[src/rtl/branch_predictor.sv]
// Fetch-side next-PC predictor and execute-side resolution checker.
//
// A direct-mapped BTB holds one entry per index, and each entry has a 2-bit saturating
// direction counter. Fetch lookup is purely combinational. Resolved branches from EX
// update the table on the clock edge. A redirect (EX_taken/EX_alt_pc) is raised only
// when the fetch-time prediction was wrong.
//
// Ports:
//   clk, rst          clock; asynchronous active-high reset
//   F_pc              current fetch PC
//   F_BP_target_pc    predicted next PC (combinational)
//   F_BP_taken        prediction is taken (combinational)
//   EX_br_valid       a resolved branch/jump is present in EX
//   EX_br_pc          PC of the resolved branch
//   EX_br_taken       actual direction
//   EX_br_target      actual taken target
//   EX_pred_taken     F_BP_taken carried down from fetch
//   EX_pred_target    F_BP_target_pc carried down from fetch
//   EX_taken          redirect on mispredict (combinational)
//   EX_alt_pc         correct PC when redirecting, 0 when EX_br_valid is low
//   stat_branches     saturating count of resolved branches
//   stat_mispredicts  saturating count of redirects
module branch_predictor #(
    parameter int unsigned PCLEN   = 12,
    parameter int unsigned ENTRIES = 16,
    parameter int unsigned IDX_LSB = 2,
    parameter int unsigned PC_INC  = 4,
    parameter int unsigned STATW   = 16
) (
    input  logic             clk,
    input  logic             rst,
    input  logic [PCLEN-1:0] F_pc,
    output logic [PCLEN-1:0] F_BP_target_pc,
    output logic             F_BP_taken,
    input  logic             EX_br_valid,
    input  logic [PCLEN-1:0] EX_br_pc,
    input  logic             EX_br_taken,
    input  logic [PCLEN-1:0] EX_br_target,
    input  logic             EX_pred_taken,
    input  logic [PCLEN-1:0] EX_pred_target,
    output logic             EX_taken,
    output logic [PCLEN-1:0] EX_alt_pc,
    output logic [STATW-1:0] stat_branches,
    output logic [STATW-1:0] stat_mispredicts
);

    localparam int unsigned IDXW    = $clog2(ENTRIES);
    localparam int unsigned TAG_LSB = IDX_LSB + IDXW;
    localparam int unsigned TAGW    = PCLEN - TAG_LSB;

    logic             valid_q  [ENTRIES];
    logic [TAGW-1:0]  tag_q    [ENTRIES];
    logic [PCLEN-1:0] target_q [ENTRIES];
    logic [1:0]       ctr_q    [ENTRIES];

    logic [STATW-1:0] stat_branches_q, stat_branches_d;
    logic [STATW-1:0] stat_mispredicts_q, stat_mispredicts_d;

    // Fetch lookup
    logic [IDXW-1:0] f_idx;
    logic [TAGW-1:0] f_tag;
    logic            f_hit;

    always_comb begin
        f_idx          = F_pc[TAG_LSB-1:IDX_LSB];
        f_tag          = F_pc[PCLEN-1:TAG_LSB];
        f_hit          = valid_q[f_idx] && (tag_q[f_idx] == f_tag);
        F_BP_taken     = f_hit && ctr_q[f_idx][1];
        F_BP_target_pc = F_BP_taken ? target_q[f_idx] : F_pc + PCLEN'(PC_INC);
    end

    // Execute-side redirect
    always_comb begin
        EX_taken  = 1'b0;
        EX_alt_pc = '0;
        if (EX_br_valid) begin
            EX_taken  = (EX_br_taken != EX_pred_taken) ||
                        (EX_br_taken && (EX_br_target != EX_pred_target));
            EX_alt_pc = EX_br_taken ? EX_br_target : EX_br_pc + PCLEN'(PC_INC);
        end
    end

    // Table update
    logic [IDXW-1:0] ex_idx;
    logic [TAGW-1:0] ex_tag;
    logic            ex_hit;
    logic [1:0]      ctr_upd;

    always_comb begin
        ex_idx  = EX_br_pc[TAG_LSB-1:IDX_LSB];
        ex_tag  = EX_br_pc[PCLEN-1:TAG_LSB];
        ex_hit  = valid_q[ex_idx] && (tag_q[ex_idx] == ex_tag);
        ctr_upd = ctr_q[ex_idx];
        if (EX_br_taken && (ctr_q[ex_idx] != 2'b11)) begin
            ctr_upd = ctr_q[ex_idx] + 2'b01;
        end else if (!EX_br_taken && (ctr_q[ex_idx] != 2'b00)) begin
            ctr_upd = ctr_q[ex_idx] - 2'b01;
        end
    end

    always_ff @(posedge clk or posedge rst) begin
        if (rst) begin
            for (int i = 0; i < int'(ENTRIES); i++) begin
                valid_q[i]  <= 1'b0;
                tag_q[i]    <= '0;
                target_q[i] <= '0;
                ctr_q[i]    <= 2'b01;
            end
        end else if (EX_br_valid) begin
            if (ex_hit) begin
                ctr_q[ex_idx] <= ctr_upd;
                if (EX_br_taken) begin
                    target_q[ex_idx] <= EX_br_target;
                end
            end else if (EX_br_taken) begin
                // Miss on a taken branch: take over the slot, starting weakly taken.
                valid_q[ex_idx]  <= 1'b1;
                tag_q[ex_idx]    <= ex_tag;
                target_q[ex_idx] <= EX_br_target;
                ctr_q[ex_idx]    <= 2'b10;
            end
        end
    end

    // Saturating statistics
    always_comb begin
        stat_branches_d    = stat_branches_q;
        stat_mispredicts_d = stat_mispredicts_q;
        if (EX_br_valid && (stat_branches_q != '1)) begin
            stat_branches_d = stat_branches_q + STATW'(1);
        end
        if (EX_taken && (stat_mispredicts_q != '1)) begin
            stat_mispredicts_d = stat_mispredicts_q + STATW'(1);
        end
    end

    always_ff @(posedge clk or posedge rst) begin
        if (rst) begin
            stat_branches_q    <= '0;
            stat_mispredicts_q <= '0;
        end else begin
            stat_branches_q    <= stat_branches_d;
            stat_mispredicts_q <= stat_mispredicts_d;
        end
    end

    assign stat_branches    = stat_branches_q;
    assign stat_mispredicts = stat_mispredicts_q;

endmodule

[config.mk]
export PLATFORM = sky130hd
export DESIGN_NAME = branch_predictor
export DESIGN_NICKNAME = d
export VERILOG_FILES = /design/src/rtl/branch_predictor.sv
export SDC_FILE = /design/constraint.sdc
export NUM_CORES = 1
export LEC_CHECK = 0
export ABC_AREA = 1
export CAP_MARGIN = 15
export CELL_PAD_IN_SITES_DETAIL_PLACEMENT = 1
export CELL_PAD_IN_SITES_GLOBAL_PLACEMENT = 2
export CORE_ASPECT_RATIO = 0.9
export CORE_MARGIN = 1.5
export CORE_UTILIZATION = 35
export CTS_CLUSTER_SIZE = 24
export DETAILED_ROUTE_END_ITERATION = 12
export GPL_TIMING_DRIVEN = 0
export MAX_ROUTING_LAYER = met4
export PLACE_DENSITY_LB_ADDON = 0.1
export SETUP_SLACK_MARGIN = 0.4
export SYNTH_ARGS = -nofsm -noshare
export SYNTH_HDL_FRONTEND = slang
export SYNTH_SLANG_ARGS = --single-unit
[constraint.sdc]
create_clock -name clk -period 14 [get_ports clk]
set_input_delay 2.8 -clock clk [delete_from_list [all_inputs] [get_ports clk]]
set_output_delay 2.8 -clock clk [all_outputs]
set_load 0.02 [all_outputs]
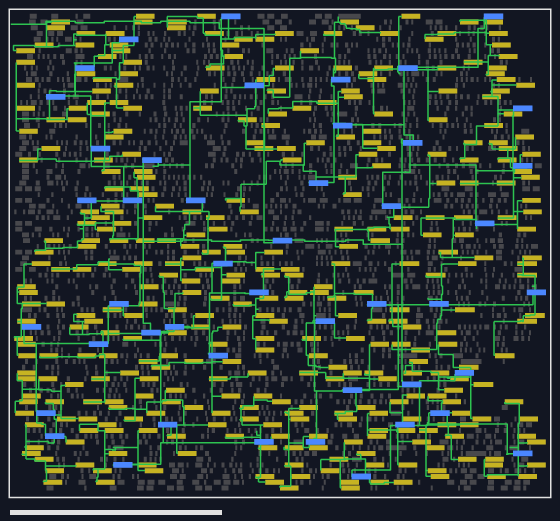
(clock distribution)
Bar = 100 um.
Yellow is flip-flops, count 368. Blue is clock drivers, count 46. Green is clock wires, length 6150 um.
There are 47 routed clock nets.

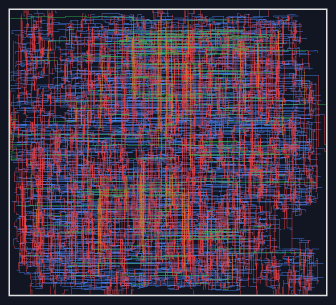
(signal wires by layer)
Blue is metal 1, wire length 44.2 mm. Red is metal 2, wire length 39.6 mm. Orange is metal 4, wire length 2460 um. Green is metal 3, wire length 6200 um.

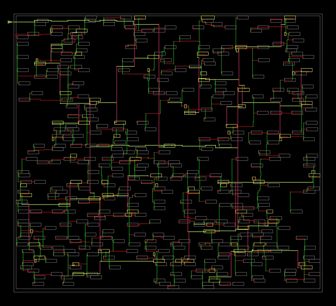
(the clock network)
Clock Sinks: 368
clock network power consumption: 0.00122 W
cts bufs inserted: 46
clock buffer count: 70

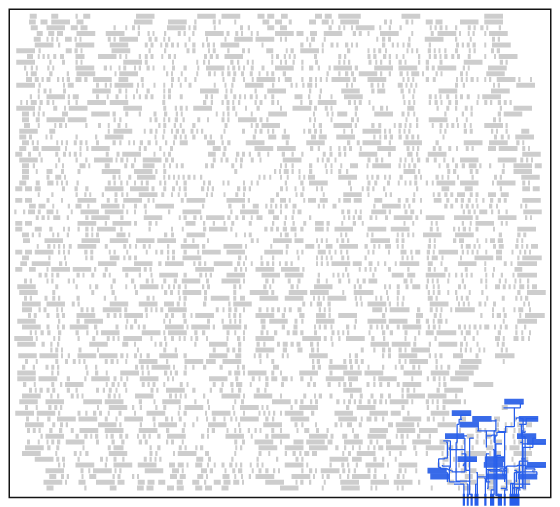
(wires at chosen ports, followed through buffers)
Blue is stat_branches, direction output, edge bottom, end cells 16, buffers 16, wire 734 um.

[sequential cells by signal, indices dropped and copies added, names as in the netlist]
register,cells
tag_q,96
target_q,192
valid_q,16
ctr_q,32
stat_branches,16
stat_mispredicts,16
[worst min-delay path by stage]
stage               cells past startpoint        from         end  slack, ns
floorplan                               2  valid_q[5]  valid_q[5]       0.43
global placement                        2   ctr_q[16]   ctr_q[16]       0.45
detailed placement                      2   ctr_q[20]   ctr_q[20]       0.45
CTS                                     2   ctr_q[20]   ctr_q[20]       0.46
global route                            2    ctr_q[2]    ctr_q[2]       0.48
finish                                  2   ctr_q[20]   ctr_q[20]       0.46
[metal layers]
metal | part of all wire | global-route usage | vias to the layer above
met2 | 0.43 | 0.472 | 685
met3 | 0.067 | 0.0507 | 151
met5 | 0 | - | -
met1 | 0.48 | 0.465 | 10300
li1 | - | - | 9152
met4 | 0.027 | 0.0900 | 0
[synthesized netlist by cell type (all sizes together) (6+ instances only)]
| cell | count | area share |
|---|---|---|
| a21oi | 199 | 0.050 |
| buf | 63 | 0.022 |
| clkbuf | 112 | 0.021 |
| dfrtp | 352 | 0.44 |
| dfstp | 16 | 0.021 |
| ha | 9 | 0.0056 |
| inv | 264 | 0.050 |
| nand2 | 783 | 0.15 |
| nand3 | 164 | 0.042 |
| nand4 | 8 | 0.0025 |
| nor2 | 247 | 0.047 |
| nor3 | 9 | 0.0022 |
| o2111ai | 7 | 0.0031 |
| o211ai | 26 | 0.0097 |
| o21ai | 404 | 0.10 |
| o21bai | 7 | 0.0026 |
| o221ai | 6 | 0.0026 |
| o22ai | 10 | 0.0031 |
| xnor2 | 20 | 0.0087 |
| xor2 | 26 | 0.012 |
[worst max-delay path, cell delays in order]
cell	delay, ns
sky130_fd_sc_hd__clkdlybuf4s50_1	0.76
sky130_fd_sc_hd__inv_1	0.25
sky130_fd_sc_hd__buf_2	0.37
sky130_fd_sc_hd__clkbuf_1	0.65
sky130_fd_sc_hd__clkbuf_1	0.55
sky130_fd_sc_hd__clkbuf_1	0.72
sky130_fd_sc_hd__o21ai_0	0.24
sky130_fd_sc_hd__nand3_1	0.14
sky130_fd_sc_hd__o211ai_1	0.19
sky130_fd_sc_hd__nand3_1	0.25
sky130_fd_sc_hd__nand2_1	0.08
sky130_fd_sc_hd__nand2_1	0.06
sky130_fd_sc_hd__clkdlybuf4s50_1	0.62
[cell families after synthesis]
logic type               Yosys count  share of synthesized area
multiplexers                       1                   0.000499
adder cells (fa/ha/maj)            9                    0.00562
buffers and inverters            442                     0.0927
AND/OR/NAND/NOR                 1218                      0.247
flip-flops                       368                      0.460
XOR/XNOR                          46                     0.0205
AND-OR/OR-AND                    664                      0.174
[layout make-up]
type                       count  area, um^2  share of cell area
tap                          765         957              0.0404
antenna                        2        5.00            0.000211
clock buffer                  70        1420              0.0600
inverter                     267        1010              0.0427
multi-input combinational   1938        8970               0.378
sequential                   368        9230               0.389
buffer                       175         855              0.0361
timing repair buffer         109        1140              0.0481
clock inverter                12         113             0.00475
==> results.txt <==
The flow run is done. The run finished with clean final reports. Number of nets produced by synthesis landed at 2810. After detailed routing, the number of vias per cell comes to ~5.5. Combinational cell power landed at 0.000731 W.

For reference, the final report shows the max-slew violation count at 0. The critical path is of the in2out type. For reference, the post-synthesis area per instance comes to 7.30 um^2. In the layout the commonest cells are sky130_fd_sc_hd__nand2_1, sky130_fd_sc_hd__o21ai_0, sky130_fd_sc_hd__dfrtp_1. Detailed router's first-iteration violation count landed at 1654. Per the post-synthesis report, the number of cells in the design is 2748.

Count of flip-flops with a built-in enable after synthesis landed at 0. Sum of internal, switching and leakage power landed at between 0.003 and 0.004 W. Internal cell power landed at 0.00224 W. Number of buffers between clock root and the deepest sink landed at 3. Among all flip-flop cells after synthesis, the most frequent one is sky130_fd_sc_hd__dfrtp_1. Entering global routing, the biggest net connects between 100 and 150 pins.

STA classifies the critical path startpoint as an input pin. Counting the fill cells in the layout gives approximately 7100. Shortest clock period the worst path allows after layout landed at 10.50 ns. Power density over cell area landed at roughly 140 mW/mm^2. Number of distinct standard cells referenced by the synthesized netlist landed at 41. Number of register bits inferred by synthesis landed at 368. Tracing the worst setup path back leads to its startpoint at F_pc[2].

Summed over all nets, the half-perimeter wirelength after detailed placement is 68300 um. Worst slack at placement landed at ~3.6 ns. Number of H-tree branching levels landed at 2. Global placer's final weighted congestion landed at 0.933. STA classifies the critical path endpoint as an output port. The pin closest to its max-slew limit shows a slew of 1.29 ns.

The number of antenna violations at the first check in global routing came to 6. The floorplan step set the die width to 255 um. Clock slew seen by the registers of the worst setup and hold paths landed at roughly 0.060 ns. Critical path required time landed at 11.20 ns. First-pass iteration count of the detailed router landed at 7. Before any placement, the netlist area is recorded as 0.0201 mm^2. Sequential fraction of design power landed at 0.419. Switching component of the power landed at approximately 0.0011 W. Number of rows in the core area landed at 83. Summing over the stages, the warning tally comes to 36. Register area share after synthesis landed at 0.460. TritonCTS built the clock tree. The synthesis log from Yosys contains 0 warnings.

Endpoint arrival time on the critical path landed at between 7 and 8 ns. Per report_power, the top consumer among the power groups is registers. STA reports a reg2reg setup slack of 11.05 ns.

The routed layout reports a DRC error count of 0. Number of setup violations in the final report landed at 0. Post-layout net count landed at approximately 3000. According to the Yosys statistics, the synthesized design has a chip area of 0.0201 mm^2.

For this sky-water flow run, the detailed-routed wirelength per cell is reported as between 20 and 25 um. Max fanout on the critical path was recorded as 10. For reference, the final report shows the hold violation count at 0. Area of placed instances landed at 0.0222 mm^2. Counting flops with an async set or reset pin after synthesis yields a share of 1.00. The tree is rooted in a sky130_fd_sc_hd__clkbuf_16. Looking at the post-CTS report, the setup buffer insertion count equals 0. Post-route period utilization is reported as 0.750. Across the run, the number of max-cap violations was 0.

Measured against its own limit, the worst slew margin works out to 0.139. Final worst-path setup slack landed at 3.50 ns. The tightest hold path in the finished design has a slack of around 0.46 ns. For reference, the critical path is captured by F_BP_target_pc[11]. Total routed wirelength landed at 92500 um. Part of the power in combinational logic landed at 0.217. Setup repair after global routing left no endpoint under its margin.

Final clock skew landed at 0.0293 ns. Signed area change from the synthesized netlist to the final layout landed at 18.2%. In the final layout, the share of cells above drive strength 1 is 0.0626. The power report attributes to the clock group a share of 0.363.

During placement, the flow inserted port buffers numbering 102. The total overflow left after global routing is 0. Die outline area landed at 0.0587 mm^2. Per the OpenROAD floorplan log, the height of the die is 230 um. For the worst-skew pair, the clock arrives at the later sink with an insertion delay of 0.61 ns. The first global-routing pass estimated 137000 um of wire. Total global-route track usage landed at 0.325. Maximum operating frequency landed at around 0.095 GHz. The report puts the cell count of the worst reg-to-reg path at 15. After clock tree synthesis, the repair step resized 0 gates. Power attributed to sequential cells is 0.00141 W. Summing over every cut layer, the via total after detailed routing is 20300. Final standard cell area without fillers landed at around 0.024 mm^2.

Share of the core filled with cells landed at 0.417. Once detail routing completed, the nets flagged for antenna violations numbered 0. Initial standard-cell utilization of the core landed at 0.353. The min-delay analysis places its worst path in the category reg2reg. Among logic cells in the layout, the one with the most instances is sky130_fd_sc_hd__nand2_1. Yosys stat counts 2748 cells in the synthesized netlist. Final setup TNS landed at 0 ns.

Count of hold-fix buffers inserted at cts landed at 0. According to the floorplan report, the placeable core area is 0.0568 mm^2. Leakage power of the design landed at 11.0 nW. Largest voltage drop on the vdd net landed at 0.0000923 V. In this run the critical register-to-register path is captured at tag_q[89]. Via count of the first global-routing pass landed at 20700.

In this run the critical register-to-register path is launched from tag_q[14]. Placed instance count landed at 3622. Switching portion of total power landed at 0.334. Filler-free cell count of the finished design landed at 3706. Number of top-level pins landed at 111.
Power is estimated from default activity; no workload was simulated.
